`config.mk`:
```
export PLATFORM = sky130hd
export DESIGN_NAME = active_list_flat
export DESIGN_NICKNAME = d
export VERILOG_FILES = /design/src/rtl/active_list_pkg.sv /design/src/rtl/active_list_if.sv /design/src/rtl/al_ptr_ctrl.sv /design/src/rtl/active_list.sv /design/src/flat_wrapper.sv
export SDC_FILE = /design/constraint.sdc
export NUM_CORES = 2
export LEC_CHECK = 0
export ABC_CLOCK_PERIOD_IN_PS = 60200
export CORE_MARGIN = 10
export CORE_UTILIZATION = 55
export DETAILED_ROUTE_END_ITERATION = 10
export HOLD_SLACK_MARGIN = 0.06
export PLACE_DENSITY_LB_ADDON = 0.05
export SLEW_MARGIN = 20
export SYNTH_ARGS = -nofsm -noshare
export SYNTH_HDL_FRONTEND = slang
export SYNTH_SLANG_ARGS = --single-unit
```
`constraint.sdc`:
```
create_clock -name clk -period 60.2 [get_ports clk]
set_input_delay 9.03 -clock clk [delete_from_list [all_inputs] [get_ports clk]]
set_output_delay 9.03 -clock clk [all_outputs]
set_load 0.01 [all_outputs]
```
`src/rtl/active_list_pkg.sv`:
```
// Shared core types for the active list: physical register sizing, entry layout and tag type.
// Build option AL_EXCEPTION_EN adds a per-entry exception bit.
`ifndef NUM_PR
`define NUM_PR 64
`endif

package riscv_core;

  localparam int NUM_PR           = `NUM_PR;
  localparam int AL_PR_W          = $clog2(NUM_PR);
  localparam int AL_DEPTH_DEFAULT = 32;
  localparam int AL_TAG_W         = $clog2(AL_DEPTH_DEFAULT);

  typedef logic [AL_TAG_W-1:0] al_tag_t;
  typedef logic [AL_PR_W-1:0]  pr_t;

  typedef struct packed {
    logic       uses_rd;
    logic [4:0] arch_rd;
    pr_t        new_pr;
    pr_t        old_pr;
    logic       done;
`ifdef AL_EXCEPTION_EN
    logic       exc;
`endif
  } al_entry_t;

endpackage

```
`src/rtl/active_list_if.sv`:
```
// Dispatch / writeback / recall / commit bundle of the active list.
// Build option AL_EXCEPTION_EN adds wb_exc and exc_flush.
interface active_list_if
  import riscv_core::*;
#(
  parameter int TAG_W = AL_TAG_W,
  parameter int PR_W  = AL_PR_W
);

  logic [1:0]            dispatch_valid;
  logic [1:0]            dispatch_uses_rd;
  logic [1:0][4:0]       dispatch_arch_rd;
  logic [1:0][PR_W-1:0]  dispatch_new_pr;
  logic [1:0][PR_W-1:0]  dispatch_old_pr;
  logic [1:0][TAG_W-1:0] dispatch_tag;
  logic                  al_stall;

  logic [1:0]            wb_valid;
  logic [1:0][TAG_W-1:0] wb_tag;
`ifdef AL_EXCEPTION_EN
  logic [1:0]            wb_exc;
  logic                  exc_flush;
`endif

  logic                  if_recall;
  logic [TAG_W-1:0]      recall_tag;
  logic                  commit_stall;

  logic                  if_freed;
  logic [PR_W-1:0]       freed_reg;
  logic                  commit_valid;
  logic [4:0]            commit_arch_rd;
  logic [PR_W-1:0]       commit_new_pr;
  logic                  al_empty;

  modport master (
    output dispatch_valid, dispatch_uses_rd, dispatch_arch_rd, dispatch_new_pr,
           dispatch_old_pr, wb_valid, wb_tag, if_recall, recall_tag, commit_stall,
`ifdef AL_EXCEPTION_EN
    output wb_exc,
    input  exc_flush,
`endif
    input  dispatch_tag, al_stall, if_freed, freed_reg, commit_valid,
           commit_arch_rd, commit_new_pr, al_empty
  );

  modport slave (
    input  dispatch_valid, dispatch_uses_rd, dispatch_arch_rd, dispatch_new_pr,
           dispatch_old_pr, wb_valid, wb_tag, if_recall, recall_tag, commit_stall,
`ifdef AL_EXCEPTION_EN
    input  wb_exc,
    output exc_flush,
`endif
    output dispatch_tag, al_stall, if_freed, freed_reg, commit_valid,
           commit_arch_rd, commit_new_pr, al_empty
  );

endinterface

```
`src/rtl/al_ptr_ctrl.sv`:
```
// Head/tail/count bookkeeping for the active list: dispatch, retire, recall and (with
// AL_EXCEPTION_EN) exception flush, in that increasing order of priority.
module al_ptr_ctrl #(
  parameter  int AL_DEPTH = 32,
  localparam int TAG_W    = $clog2(AL_DEPTH)
) (
  input  logic             clk,
  input  logic             reset,
  input  logic [1:0]       dispatch_valid,
  input  logic             if_recall,
  input  logic [TAG_W-1:0] recall_tag,
  input  logic             commit_valid,
`ifdef AL_EXCEPTION_EN
  input  logic             exc_flush,
`endif
  output logic [TAG_W-1:0] head,
  output logic [TAG_W-1:0] tail,
  output logic [TAG_W:0]   count,
  output logic             al_stall,
  output logic             alloc
);

  logic [TAG_W-1:0] head_q, head_d;
  logic [TAG_W-1:0] tail_q, tail_d;
  logic [TAG_W:0]   count_q, count_d;
  logic [1:0]       n;
  logic [TAG_W:0]   free_entries;

  assign n            = 2'(dispatch_valid[0]) + 2'(dispatch_valid[1]);
  // Credit is based on the start-of-cycle count; a same-cycle retirement is not counted.
  assign free_entries = (TAG_W+1)'(AL_DEPTH) - count_q;
  assign al_stall     = if_recall | (free_entries < (TAG_W+1)'(n));
  assign alloc        = ~al_stall & (|dispatch_valid);

  // NOTE: every output of a combinational block gets a default first, so no path can
  // leave a variable unassigned and infer a latch.
  always_comb begin
    head_d  = head_q + TAG_W'(commit_valid);
    tail_d  = tail_q;
    count_d = count_q - (TAG_W+1)'(commit_valid);
    if (if_recall) begin
      // The branch itself survives, so the list ends right after it.
      tail_d  = recall_tag + TAG_W'(1);
      count_d = {1'b0, recall_tag - head_q} + (TAG_W+1)'(1) - (TAG_W+1)'(commit_valid);
    end else if (alloc) begin
      tail_d  = tail_q + TAG_W'(n);
      count_d = count_q + (TAG_W+1)'(n) - (TAG_W+1)'(commit_valid);
    end
`ifdef AL_EXCEPTION_EN
    if (exc_flush) begin
      head_d  = '0;
      tail_d  = '0;
      count_d = '0;
    end
`endif
  end

  // NOTE: state registers use non-blocking assignments so every flop samples the
  // pre-edge values, independent of statement order.
  always_ff @(posedge clk) begin
    if (reset) begin
      head_q  <= '0;
      tail_q  <= '0;
      count_q <= '0;
    end else begin
      head_q  <= head_d;
      tail_q  <= tail_d;
      count_q <= count_d;
    end
  end

  assign head  = head_q;
  assign tail  = tail_q;
  assign count = count_q;

endmodule

```
`src/rtl/active_list.sv`:
```
// In-order active list (reorder buffer) for dual-issue rename: allocate 2/cycle,
// complete from 2 writeback ports, retire 1/cycle. Option: AL_EXCEPTION_EN.
module active_list
  import riscv_core::*;
#(
  parameter  int AL_DEPTH = AL_DEPTH_DEFAULT,
  localparam int PR_W     = AL_PR_W,
  localparam int TAG_W    = $clog2(AL_DEPTH)
) (
  input  logic         clk,
  input  logic         reset,
  active_list_if.slave bus
);

  al_entry_t        entries_q [AL_DEPTH];
  al_entry_t        entries_d [AL_DEPTH];
  al_entry_t        head_entry;
  logic [TAG_W-1:0] head, tail;
  logic [TAG_W:0]   count;
  logic [TAG_W-1:0] disp_tag [2];
  logic             al_stall, alloc, al_empty;
  logic             retire_ready, commit_valid;
`ifdef AL_EXCEPTION_EN
  logic             exc_flush;
`endif

  al_ptr_ctrl #(.AL_DEPTH(AL_DEPTH)) u_ptr (
    .clk            (clk),
    .reset          (reset),
    .dispatch_valid (bus.dispatch_valid),
    .if_recall      (bus.if_recall),
    .recall_tag     (bus.recall_tag),
    .commit_valid   (commit_valid),
`ifdef AL_EXCEPTION_EN
    .exc_flush      (exc_flush),
`endif
    .head           (head),
    .tail           (tail),
    .count          (count),
    .al_stall       (al_stall),
    .alloc          (alloc)
  );

  // Lanes are compacted: a lane-1-only dispatch takes the tail slot.
  assign disp_tag[0] = tail;
  assign disp_tag[1] = tail + TAG_W'(bus.dispatch_valid[0]);

  assign head_entry   = entries_q[head];
  assign al_empty     = (count == '0);
  assign retire_ready = ~al_empty & head_entry.done & ~bus.commit_stall;
`ifdef AL_EXCEPTION_EN
  assign exc_flush    = retire_ready & head_entry.exc;
  assign commit_valid = retire_ready & ~head_entry.exc;
`else
  assign commit_valid = retire_ready;
`endif

  always_comb begin
    entries_d = entries_q;
    for (int p = 0; p < 2; p++) begin
      if (bus.wb_valid[p]) begin
        entries_d[bus.wb_tag[p]].done = 1'b1;
`ifdef AL_EXCEPTION_EN
        entries_d[bus.wb_tag[p]].exc  = bus.wb_exc[p];
`endif
      end
    end
    // Allocation comes last so a stale writeback to a reused slot cannot mark it done.
    if (alloc) begin
      for (int l = 0; l < 2; l++) begin
        if (bus.dispatch_valid[l]) begin
          entries_d[disp_tag[l]].uses_rd = bus.dispatch_uses_rd[l];
          entries_d[disp_tag[l]].arch_rd = bus.dispatch_arch_rd[l];
          entries_d[disp_tag[l]].new_pr  = bus.dispatch_new_pr[l];
          entries_d[disp_tag[l]].old_pr  = bus.dispatch_old_pr[l];
          entries_d[disp_tag[l]].done    = 1'b0;
`ifdef AL_EXCEPTION_EN
          entries_d[disp_tag[l]].exc     = 1'b0;
`endif
        end
      end
    end
  end

  // NOTE: only the status bits are reset; the payload fields are always rewritten
  // at allocation before they can be read, so clearing them buys nothing.
  always_ff @(posedge clk) begin
    if (reset) begin
      for (int i = 0; i < AL_DEPTH; i++) begin
        entries_q[i].done <= 1'b0;
`ifdef AL_EXCEPTION_EN
        entries_q[i].exc  <= 1'b0;
`endif
      end
    end else begin
      entries_q <= entries_d;
    end
  end

  assign bus.dispatch_tag[0] = disp_tag[0];
  assign bus.dispatch_tag[1] = disp_tag[1];
  assign bus.al_stall        = al_stall;
  assign bus.al_empty        = al_empty;
  assign bus.commit_valid    = commit_valid;
  assign bus.if_freed        = commit_valid & head_entry.uses_rd;
  assign bus.freed_reg       = head_entry.old_pr;
  assign bus.commit_arch_rd  = head_entry.arch_rd;
  assign bus.commit_new_pr   = head_entry.new_pr;
`ifdef AL_EXCEPTION_EN
  assign bus.exc_flush       = exc_flush;
`endif

endmodule

```
`src/flat_wrapper.sv`:
```
// flat-port wrapper written by rule: the top's interface ports become plain ports
module active_list_flat import riscv_core::*;
#(
  parameter  int AL_DEPTH = AL_DEPTH_DEFAULT,
  localparam int PR_W     = AL_PR_W,
  localparam int TAG_W    = $clog2(AL_DEPTH)
)
  (clk, reset, bus_dispatch_valid, bus_dispatch_uses_rd, bus_dispatch_arch_rd, bus_dispatch_new_pr, bus_dispatch_old_pr, bus_wb_valid, bus_wb_tag, bus_if_recall, bus_recall_tag, bus_commit_stall, bus_dispatch_tag, bus_al_stall, bus_if_freed, bus_freed_reg, bus_commit_valid, bus_commit_arch_rd, bus_commit_new_pr, bus_al_empty);
  active_list_if #(.TAG_W(($clog2((AL_DEPTH_DEFAULT)))), .PR_W((AL_PR_W))) bus_i ();
  input  logic clk;
  input  logic reset;
  input wire logic [$bits(bus_i.dispatch_valid)-1:0] bus_dispatch_valid;
  input wire logic [$bits(bus_i.dispatch_uses_rd)-1:0] bus_dispatch_uses_rd;
  input wire logic [$bits(bus_i.dispatch_arch_rd)-1:0] bus_dispatch_arch_rd;
  input wire logic [$bits(bus_i.dispatch_new_pr)-1:0] bus_dispatch_new_pr;
  input wire logic [$bits(bus_i.dispatch_old_pr)-1:0] bus_dispatch_old_pr;
  input wire logic [$bits(bus_i.wb_valid)-1:0] bus_wb_valid;
  input wire logic [$bits(bus_i.wb_tag)-1:0] bus_wb_tag;
  input wire logic [$bits(bus_i.if_recall)-1:0] bus_if_recall;
  input wire logic [$bits(bus_i.recall_tag)-1:0] bus_recall_tag;
  input wire logic [$bits(bus_i.commit_stall)-1:0] bus_commit_stall;
  output wire logic [$bits(bus_i.dispatch_tag)-1:0] bus_dispatch_tag;
  output wire logic [$bits(bus_i.al_stall)-1:0] bus_al_stall;
  output wire logic [$bits(bus_i.if_freed)-1:0] bus_if_freed;
  output wire logic [$bits(bus_i.freed_reg)-1:0] bus_freed_reg;
  output wire logic [$bits(bus_i.commit_valid)-1:0] bus_commit_valid;
  output wire logic [$bits(bus_i.commit_arch_rd)-1:0] bus_commit_arch_rd;
  output wire logic [$bits(bus_i.commit_new_pr)-1:0] bus_commit_new_pr;
  output wire logic [$bits(bus_i.al_empty)-1:0] bus_al_empty;
  assign bus_i.dispatch_valid = bus_dispatch_valid;
  assign bus_i.dispatch_uses_rd = bus_dispatch_uses_rd;
  assign bus_i.dispatch_arch_rd = bus_dispatch_arch_rd;
  assign bus_i.dispatch_new_pr = bus_dispatch_new_pr;
  assign bus_i.dispatch_old_pr = bus_dispatch_old_pr;
  assign bus_i.wb_valid = bus_wb_valid;
  assign bus_i.wb_tag = bus_wb_tag;
  assign bus_i.if_recall = bus_if_recall;
  assign bus_i.recall_tag = bus_recall_tag;
  assign bus_i.commit_stall = bus_commit_stall;
  assign bus_dispatch_tag = bus_i.dispatch_tag;
  assign bus_al_stall = bus_i.al_stall;
  assign bus_if_freed = bus_i.if_freed;
  assign bus_freed_reg = bus_i.freed_reg;
  assign bus_commit_valid = bus_i.commit_valid;
  assign bus_commit_arch_rd = bus_i.commit_arch_rd;
  assign bus_commit_new_pr = bus_i.commit_new_pr;
  assign bus_al_empty = bus_i.al_empty;
  active_list #(.AL_DEPTH(AL_DEPTH)) u_core (.clk(clk), .reset(reset), .bus(bus_i));
endmodule
```
Fig. 1: placement by cell class
Drawn at 1 px/um.
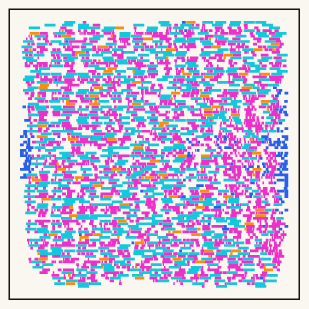
legend:
  registers:
    color: cyan
    cells: 624
    share_of_their_area: 44%
  clock drivers and dummy loads:
    color: orange
    cells: 127
    share_of_their_area: 5.3%
  remaining buffers and delay cells:
    color: blue
    cells: 170
    share_of_their_area: 3.7%
  remaining logic cells:
    color: magenta
    cells: 2396
    share_of_their_area: 47%
Final Cell Area: 0.04294 sq mm
final core utilization: 60.07%

Fig. 2: pin placement
Drawn at 1 px/um. Pins as bars across the die edge, other pins in gray.
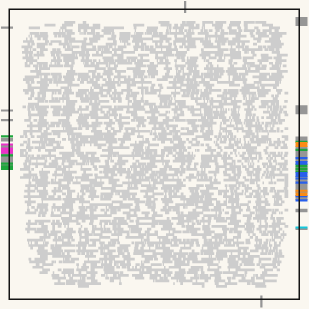
legend:
  bus_freed_reg:
    color: orange
    pins: 6
    direction: output
    edge: right
  bus_commit_arch_rd:
    color: magenta
    pins: 5
    direction: output
    edge: left
  bus_dispatch_tag:
    color: blue
    pins: 10
    direction: output
    edge: right
  bus_dispatch_new_pr:
    color: green
    pins: 12
    direction: input
    edge: 6 right, 6 left
  bus_commit_valid:
    color: cyan
    pins: 1
    direction: output
    edge: right
all pins by edge: 63 right, 25 left, 1 bottom, 1 top
port bufs: 89
Die X: 288.5 um
Die H: 288.5 um

Fig. 3: clock wiring as the flow saved it
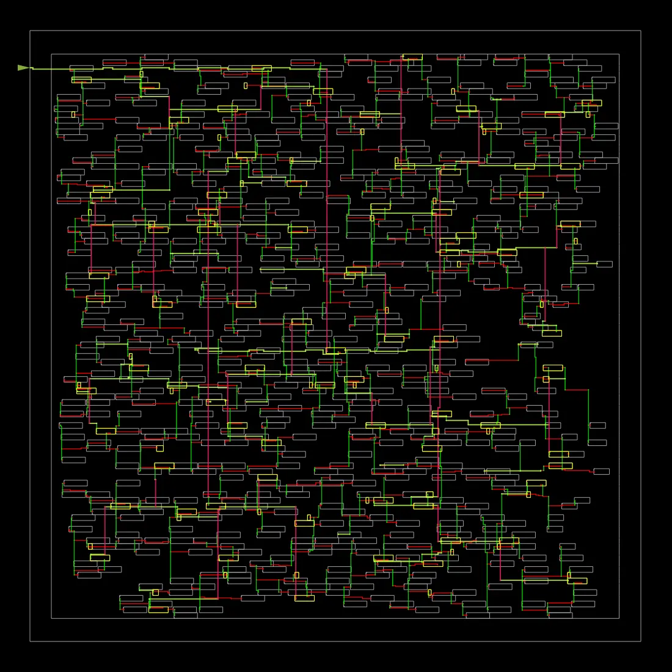
TritonCTS buffer count: 74
CLK BUF: 102
Clock Skews: 0.01624 ns
Clock Sink Count: 624

Fig. 4: metal layers overlaid
Drawn at 1 px/um.
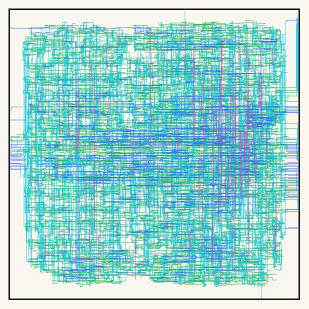
legend:
  M1:
    color: green
    wire_length: 51.7 mm
  M4:
    color: magenta
    wire_length: 4100 um
  M3:
    color: blue
    wire_length: 12300 um
  M2:
    color: cyan
    wire_length: 58.3 mm
vias: 29.72k
routed len/inst: 29.61 um
WL final: 126.4 mm

Fig. 5: placement density heat map
Drawn at 1 px/um. The die is cut into 29 by 29 equal tiles; black is low, pale yellow is high, 0 to 100% covered.
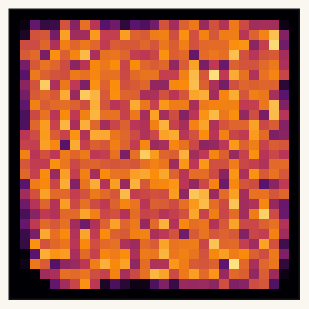
nearly empty tiles: 14%
densest ninth of the die: middle
fullest tile: 94%
mean over tiles: 50%
tiles over 75% full: 13%
Init Core Util: 55.48%
CORE AREA: 0.07149 sq mm

==> metrics.yaml <==
stage_log_warnings: 37
period_needed_ns: 20.37
synth_nets: 3494
holdWs_ns: 0.4948
ys_cells: 3398
hold_viol: 0
syn2layout_area_growth_pct: 8.268
async_flop_share_pct: 0
regToRegSetupSlack_ns: 54.73
clk_latency_ns: 0.62
max_freq_mhz: 49.08
path_clk_slew_ns: 0.05
n_antenna_cell: 0
ys_types: 58
clockBufferDepth: 3
io_pins: 90
drtAntennaViolNets: 0
fillers: 5745
comb_area_sq_mm: 0.01958
seq_area_sq_mm: 0.01827
p_per_area_mw_per_mm2: 26.22
critPathLaunch: "bus_dispatch_valid[0]"
grt_pass1_vias: 29140
cts_root_buf: "clkbuf_16"
hold_buffers: 0
rsz0062_at_grt: "no"
required_ns: 51.17
reg2reg_to: "u_core.entries_q[69]$_DFFE_PP_"
outcome: "completed"
synth_seq_share_pct: 46.03
routed_via_density: 6.965
drive_gt1_share_pct: 13.45
worstPathArrival_ns: 11.34
overflow: 0
synthFlopType: "edfxtp_1"
grt_start_max_net_pins: 228
syn_area_sq_mm: 0.03966
worst_pin_slew_ns: 1.219
worstPathMaxFanout: 6
ir_drop_mv: 0.01916
hold_depth: 2
antenna_found_initial: 0
grt_pass1_wl_mm: 189.5
lay_top_cells: "nor2_1, mux2i_1, a211oi_1"
reg2reg_from: "u_core.u_ptr.count[0]$_SDFF_PP0_"
drt_iter0_markers: 3773
dp.cells: 4139
cts_resized: 0
finalNetCount: 3362
setup_viol_count_final: 0
layout_top_cell: "nor2_1"
dpl_cell_area_sq_mm: 0.04070
hp-class: "flip-flop to flip-flop"
dr.pass1.iters: 7
yosysWarnings: 0
p_leak_nw: 15.31
syn_area_per_cell_sq_um: 11.67
htree_levels: 3
tns_ns: 0
ys_chip_area_sq_mm: 0.03966
post_cts_buffers: 0
edf_count: 576
place_congestion: 0.8953
timing.slew.headroom_pct: 18.77
syn_inst: 3398
crit_path_end_kind: "output pin"
reg2reg_depth: 10
drv_slew: 0
critPathKind: "input port to output pin"
hpwlAfterDp_mm: 69.89
cap_viol_max_count: 0
period_used_pct: 33.84
grt_util_all_layers_pct: 29.90
ys_ff: 624
## worst max-delay path: stages
cell and delay (ns):
clkdlybuf4s50_1 0.61, ha_1 0.22, inv_1 0.10, ha_1 0.30, a211oi_1 0.29, a31o_2 0.24, clkdlybuf4s50_1 0.55
## kinds of logic after synthesis
kind of cell / count (synthesis) / synth area share [%]
mux: 786 / 25.85
simple gates: 828 / 9.010
fa+ha+maj: 37 / 1.224
xor+xnor: 28 / 0.6372
flops: 624 / 46.03
compound gates: 684 / 12.58
buf+inv: 411 / 4.662
## synth_stat cells, drive strengths merged (2+ instances only)
library cell | number | area share (%)
a211oi | 578 | 11
a21o | 4 | 0.076
a21oi | 48 | 0.63
a22o | 3 | 0.066
and3 | 2 | 0.032
buf | 161 | 2.3
clkbuf | 217 | 2.1
dfxtp | 48 | 2.4
edfxtp | 576 | 44
fa | 3 | 0.15
ha | 34 | 1.1
inv | 33 | 0.31
mux2 | 17 | 0.48
mux2i | 580 | 15
mux4 | 189 | 11
nand2 | 63 | 0.73
nand2b | 4 | 0.063
nand3 | 18 | 0.24
nand3b | 12 | 0.23
nor2 | 660 | 6.7
nor2b | 7 | 0.11
nor3 | 42 | 0.57
nor3b | 4 | 0.076
o21a | 4 | 0.076
o21ai | 4 | 0.050
o21bai | 3 | 0.057
o22ai | 33 | 0.54
or3 | 6 | 0.095
or3b | 4 | 0.088
xnor2 | 19 | 0.42
xor2 | 9 | 0.22
## registers in the layout, indices dropped and copies added, names as in the netlist
register / cells
u_core.u_ptr.head: 5
u_core.entries_q: 608
u_core.u_ptr.tail: 5
u_core.u_ptr.count: 6
## how the worst max path moves through the flow
stage	end	cells after the start	slack [ns]
after CTS	bus_al_stall	7	39.83
after floorplan	u_core.entries_q[100]$_DFFE_PP_	9	24.36
after detailed placement	bus_al_stall	7	39.84
after global placement	bus_al_stall	7	39.87
after global routing	bus_al_stall	7	39.68
final	bus_al_stall	7	39.83
## stage by stage
| stage | setup slack [ns] | utilization (%) | total power [mW] |
|---|---|---|---|
| 2_1_floorplan | 24.36 | - | 0.6678 |
| 3_3_place_gp | 39.87 | 56.93 | 0.6910 |
| 3_5_place_dp | 39.84 | 56.93 | 0.6979 |
| 4_1_cts | 39.83 | 60.04 | 1.127 |
| 5_1_grt | 39.68 | 60.07 | 1.161 |
| 6_report | 39.83 | 60.07 | 1.126 |
## power by group
part | leakage [nW] | total, mW | internal (mW) | switching [mW]
combinational | 8.36 | 0.168 | 0.0616 | 0.106
clock | 1.07 | 0.432 | 0.248 | 0.185
sequential | 5.88 | 0.526 | 0.511 | 0.0155
## layout make-up
class                           instances  share of cell area (%)
Timing Repair Buffer                  170                   3.613
Inverter                               33                  0.2885
Tap cell                              950                   2.768
Clock buffer                          102                   4.630
Sequential cell                       624                   42.54
Clock inverter                         25                  0.5536
Multi-Input combinational cell       2363                   45.60
## routing by layer
layer	share of wire, %	vias up	track usage [%]	routed length, um
met5	0	-	0	0
li1	-	12870	-	-
met2	46	1663	47.17	58270
met3	9.7	241	5.808	12310
met1	41	14950	41.06	51690
met4	3.2	0	10.12	4095
Power is estimated from default activity; no workload was simulated.
